`src/rtl/moment_ram_reader.sv`:
```
// Raster-order scanner for a moment RAM: streams every cell out with x/y tags over valid/ready
// and keeps a signed running sum of the accepted beats for a mass-conservation check.
module moment_ram_reader #(
   parameter int GRID_W        = 16,
   parameter int GRID_H        = 16,
   parameter int DEPTH         = GRID_W * GRID_H,
   parameter int ADDRESS_WIDTH = $clog2(DEPTH),
   parameter int DATA_WIDTH    = 32
) (
   input  logic                                      Clk,
   input  logic                                      Reset_n,
   input  logic                                      start,
   input  logic                                      abort,
   output logic [ADDRESS_WIDTH-1:0]                  ram_addr,
   input  logic signed [DATA_WIDTH-1:0]              ram_data,
   output logic                                      out_valid,
   input  logic                                      out_ready,
   output logic signed [DATA_WIDTH-1:0]              out_data,
   output logic [$clog2(GRID_W)-1:0]                 out_x,
   output logic [$clog2(GRID_H)-1:0]                 out_y,
   output logic                                      out_last,
   output logic                                      busy,
   output logic                                      done,
   output logic signed [DATA_WIDTH+ADDRESS_WIDTH-1:0] sum,
   output logic [1:0]                                dbg_state
);

   // Handshake: a beat transfers on any rising edge where out_valid && out_ready; once
   // out_valid rises, out_data/out_x/out_y/out_last stay frozen until that transfer.

   localparam int XW = $clog2(GRID_W);
   localparam int YW = $clog2(GRID_H);
   localparam int SW = DATA_WIDTH + ADDRESS_WIDTH;
   localparam logic [ADDRESS_WIDTH-1:0] LAST_ADDR = ADDRESS_WIDTH'(DEPTH - 1);
   localparam logic [XW-1:0]            X_LAST    = XW'(GRID_W - 1);

   typedef enum logic [1:0] {
      S_IDLE  = 2'd0,
      S_SCAN  = 2'd1,
      S_DRAIN = 2'd2
   } state_t;

   state_t          state;
   state_t          state_nxt;
   logic            load;
   logic            accept;
   logic [XW-1:0]   x_cnt;
   logic [YW-1:0]   y_cnt;

   assign load      = !out_valid || out_ready;
   assign accept    = out_valid && out_ready;
   assign busy      = (state != S_IDLE);
   assign dbg_state = state;

   always_ff @(posedge Clk or negedge Reset_n) begin
      if (!Reset_n) begin
         state <= S_IDLE;
      end else begin
         state <= state_nxt;
      end
   end

   always_comb begin
      state_nxt = state;
      case (state)
         S_IDLE: begin
            if (start && !abort) state_nxt = S_SCAN;
         end
         S_SCAN: begin
            if (abort)                                state_nxt = S_IDLE;
            else if (load && ram_addr == LAST_ADDR)   state_nxt = S_DRAIN;
         end
         S_DRAIN: begin
            if (abort)       state_nxt = S_IDLE;
            else if (accept) state_nxt = S_IDLE;
         end
         default: state_nxt = S_IDLE;
      endcase
   end

   always_ff @(posedge Clk or negedge Reset_n) begin
      if (!Reset_n) begin
         ram_addr  <= '0;
         x_cnt     <= '0;
         y_cnt     <= '0;
         out_valid <= 1'b0;
         out_data  <= '0;
         out_x     <= '0;
         out_y     <= '0;
         out_last  <= 1'b0;
         done      <= 1'b0;
         sum       <= '0;
      end else begin
         done <= 1'b0;
         // A beat accepted on an abort edge still counts toward the partial sum.
         if (accept) sum <= sum + $signed({{ADDRESS_WIDTH{out_data[DATA_WIDTH-1]}}, out_data});
         case (state)
            S_IDLE: begin
               ram_addr <= '0;
               x_cnt    <= '0;
               y_cnt    <= '0;
               if (start && !abort) sum <= '0;
            end
            S_SCAN: begin
               if (abort) begin
                  out_valid <= 1'b0;
                  ram_addr  <= '0;
                  x_cnt     <= '0;
                  y_cnt     <= '0;
               end else if (load) begin
                  out_data  <= ram_data;
                  out_x     <= x_cnt;
                  out_y     <= y_cnt;
                  out_last  <= (ram_addr == LAST_ADDR);
                  out_valid <= 1'b1;
                  // The address parks on the final cell for the whole drain phase.
                  if (ram_addr != LAST_ADDR) begin
                     ram_addr <= ram_addr + ADDRESS_WIDTH'(1);
                     if (x_cnt == X_LAST) begin
                        x_cnt <= '0;
                        y_cnt <= y_cnt + YW'(1);
                     end else begin
                        x_cnt <= x_cnt + XW'(1);
                     end
                  end
               end
            end
            S_DRAIN: begin
               if (abort) begin
                  out_valid <= 1'b0;
                  ram_addr  <= '0;
                  x_cnt     <= '0;
                  y_cnt     <= '0;
               end else if (accept) begin
                  out_valid <= 1'b0;
                  done      <= 1'b1;
                  ram_addr  <= '0;
                  x_cnt     <= '0;
                  y_cnt     <= '0;
               end
            end
            default: begin
               out_valid <= 1'b0;
               ram_addr  <= '0;
            end
         endcase
      end
   end

endmodule

```
`config.mk`:
```
export PLATFORM = sky130hd
export DESIGN_NAME = moment_ram_reader
export DESIGN_NICKNAME = d
export VERILOG_FILES = /design/src/rtl/moment_ram_reader.sv
export SDC_FILE = /design/constraint.sdc
export NUM_CORES = 1
export LEC_CHECK = 0
export CAP_MARGIN = 20
export CORE_UTILIZATION = 45
export DETAILED_ROUTE_END_ITERATION = 16
export MAX_ROUTING_LAYER = met4
export PLACE_DENSITY = 0.73
export SLEW_MARGIN = 15
export SYNTH_ARGS = -nofsm -noshare
export SYNTH_HDL_FRONTEND = slang
export SYNTH_SLANG_ARGS = --single-unit
```
`constraint.sdc`:
```
create_clock -name Clk -period 6.42 [get_ports Clk]
set_input_delay 1.284 -clock Clk [delete_from_list [all_inputs] [get_ports Clk]]
set_output_delay 1.284 -clock Clk [all_outputs]
set_load 0.05 [all_outputs]
```
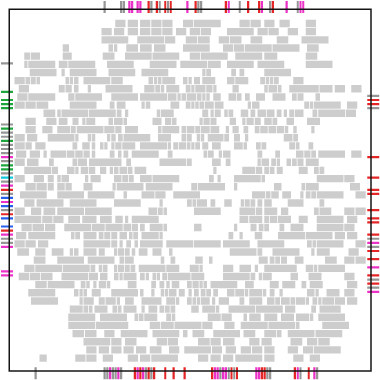
pinout.png
Scale: 3 px per um. Pins as bars across the die edge, other pins in grey.
colour	port	pins	direction	edge
blue	out_x	4	output	west
magenta	ram_data	32	input	12 south, 10 north, 7 west, 3 east
cyan	out_valid	1	output	west
green	ram_addr	8	output	west
red	sum	40	output	14 east, 14 south, 9 north, 3 west
all pins by edge	41 south, 37 west, 30 north, 23 east
vertical extent of the die: 120.1 um
floorplan die width: 120.1 um
number of input and output port buffers inserted: 130

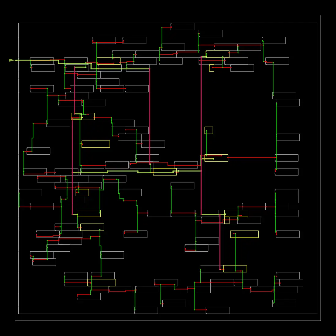
clock_nets.png
power dissipated in the clock network: 638 uW
clock buffer count: 10
CTS Buf Count: 9
sinks on the clock net: 101
worst clock skew: 0.009942 ns

==> results.rst <==
Implementation results
======================

.. list-table::
   :header-rows: 1

   * - Metric
     - Value
   * - Status
     - finished, final reports clean
   * - CTS HTree Levels
     - 3
   * - Proportion of power drawn by flip-flops and latches
     - 0.237
   * - Prevailing logic family in the synthesized netlist
     - AND-OR/OR-AND gates
   * - Multi-input gate share of the layout cell area
     - 0.4445
   * - Number of fill cells in the layout
     - 1134
   * - Internal reg-to-reg setup slack
     - 3.41 ns
   * - Number of nets in the final layout
     - 851
   * - Number of global-route vias before repair
     - 5265
   * - Wire length of the first global-routing pass
     - 26630 um
   * - XORs/XNORs by Area
     - 0.04883
   * - Count of library flops with an enable pin
     - 0
   * - Leak Pwr
     - 0.003566 uW
   * - Final min period
     - 3.240 ns
   * - Top Layout Cells
     - 129 x sky130_fd_sc_hd__clkdlybuf4s50_1, 101 x sky130_fd_sc_hd__dfrtp_1, 90 x sky130_fd_sc_hd__nand2_1
   * - Number of core rows
     - 42
   * - M1 GR Usage
     - 0.3193
   * - Root Buffer Master
     - sky130_fd_sc_hd__clkbuf_16
   * - Crit Path Max Fanout
     - 46
   * - Number of top-level pins
     - 131
   * - Aoi share
     - 0.1826
   * - Post-layout instance area
     - 8033 um2
   * - Fraction of power spent switching nets
     - 0.4781
   * - Average via count per standard cell
     - 5.641
   * - Total Routed Length
     - 16110 um
   * - Post-layout period usage
     - 0.5046
   * - OpenROAD warnings
     - 26
   * - Worst setup path startpoint
     - out_ready
   * - Routed length on met2
     - 7590 um
   * - Post-Place Cell Area
     - 7685 um2
   * - Maximum cell stage delay along the critical path
     - 0.49 ns
   * - Number of tap cells inserted
     - 176
   * - Total number of sequential cells
     - 101
   * - Mapped Area
     - 6277 um2
   * - Total number of vias
     - 5370
   * - Proportion of synthesized chip area in sequential cells
     - 0.4026
   * - Path length in cells of the critical path
     - 10
   * - Drt first pass iters
     - 5
   * - Remaining antenna violation count
     - 0
   * - Asr flop ratio synth
     - 1.000
   * - FMAX
     - 308.7 MHz
   * - Met1 Wirelength
     - 7530 um
   * - Clk pwr share
     - 0.158
   * - Sort of element at the end of the critical path
     - flip-flop
   * - Destination of the worst register-to-register timing path
     - sum[30]
   * - GRT Max-Usage Layer
     - met2
   * - Count of yosys warnings during synthesis
     - 0
   * - Multi-input combinational gate total
     - 515
   * - Cell type group with the largest total delay on the critical path
     - simple AND/OR/NAND/NOR gates
   * - First DRT Iteration DRCs
     - 266
   * - Overall power
     - 4030 uW
   * - Simple-Gate Area Share
     - 0.1676
   * - Comb power frac
     - 0.605
   * - Proportion of synthesized area in mux cells
     - 0.08152
   * - Area taken by flip-flops and latches
     - 2527 um2
   * - Max-slew headroom at the worst pin
     - 0.2823
   * - Sequential Power
     - 955 uW
   * - Netlist cell types
     - 69
   * - Met3 Usage GRT
     - 0.03137
   * - Chip area
     - 14430 um2
   * - Avg Cell Area, Syn
     - 9.584 um2
   * - Adder-cell share of the synthesized area
     - 0.08690
   * - Inverters excl. clock
     - 10
   * - Nonclk buf count
     - 134
   * - Area of the synthesized netlist per yosys stat
     - 6277 um2
   * - Area growth, synth to finish
     - 27.96%
   * - Highest-count logic cell in the final layout
     - sky130_fd_sc_hd__clkdlybuf4s50_1
   * - Final-layout clock-cell area share
     - 0.04330
   * - Synth top cell by count
     - sky130_fd_sc_hd__dfrtp_1
   * - Sw power
     - 1927 uW
   * - Slowest CP cell
     - sky130_fd_sc_hd__clkdlybuf4s50_1
   * - Maximum resistive drop on vdd
     - 0.0002265 V
   * - Hold bufs inserted after CTS
     - 0
   * - Core area
     - 13400 um2
   * - DP HPWL
     - 11550 um
   * - Number of max-cap violations
     - 0
   * - Number of remaining DRC errors
     - 0
   * - Buffers & Inverters on Critical Path
     - 2
   * - Worst Hold Launch
     - out_y[1]
   * - Uppermost signal routing layer after detailed routing
     - met4
   * - Overflow after GRT
     - 0
   * - Path depth of the worst reg2reg path
     - 11
   * - Number of cell instances after yosys synthesis
     - 655
[kinds of logic after synthesis]
logic type | count (synthesis)
buf+inv | 39
compound gates | 169
xor+xnor | 35
simple gates | 222
mux | 46
fa+ha+maj | 43
flops | 101
[flip-flops by register name, summed over array words and instances (netlist names)]
name	count
x_cnt	4
out_data	32
out_last	1
ram_addr	8
sum	40
dbg_state	2
y_cnt	4
out_x	4
out_valid	1
done	1
out_y	4
[worst min path at each step]
stage	depth (start not counted)	slack, ns	to
2_1_floorplan	1	0.46	x_cnt[3]
3_3_place_gp	2	0.47	out_y[1]
3_5_place_dp	2	0.48	out_y[1]
4_1_cts	2	0.49	out_y[1]
5_1_grt	2	0.53	out_y[1]
6_report	2	0.49	out_y[1]
[worst register-to-register path: stages (launching register included)]
cell,delay (ns)
sky130_fd_sc_hd__dfrtp_1,0.40
sky130_fd_sc_hd__ha_1,0.26
sky130_fd_sc_hd__fa_1,0.43
sky130_fd_sc_hd__a21o_1,0.20
sky130_fd_sc_hd__a221o_2,0.39
sky130_fd_sc_hd__nand3_2,0.13
sky130_fd_sc_hd__a21boi_4,0.10
sky130_fd_sc_hd__a21oi_4,0.30
sky130_fd_sc_hd__o21ai_4,0.15
sky130_fd_sc_hd__a21oi_1,0.25
sky130_fd_sc_hd__mux2i_1,0.24
sky130_fd_sc_hd__nand2_1,0.06
[metrics by stage]
step	setup slack, ns	util	std cells
after detailed placement	2.856	0.5735	936
final	3.180	0.5994	952
after CTS	3.206	0.5994	952
after global placement	2.919	0.5735	936
after global routing	2.955	0.5994	952
after floorplan	3.513	-	655
Power and IR drop assume default switching activity.
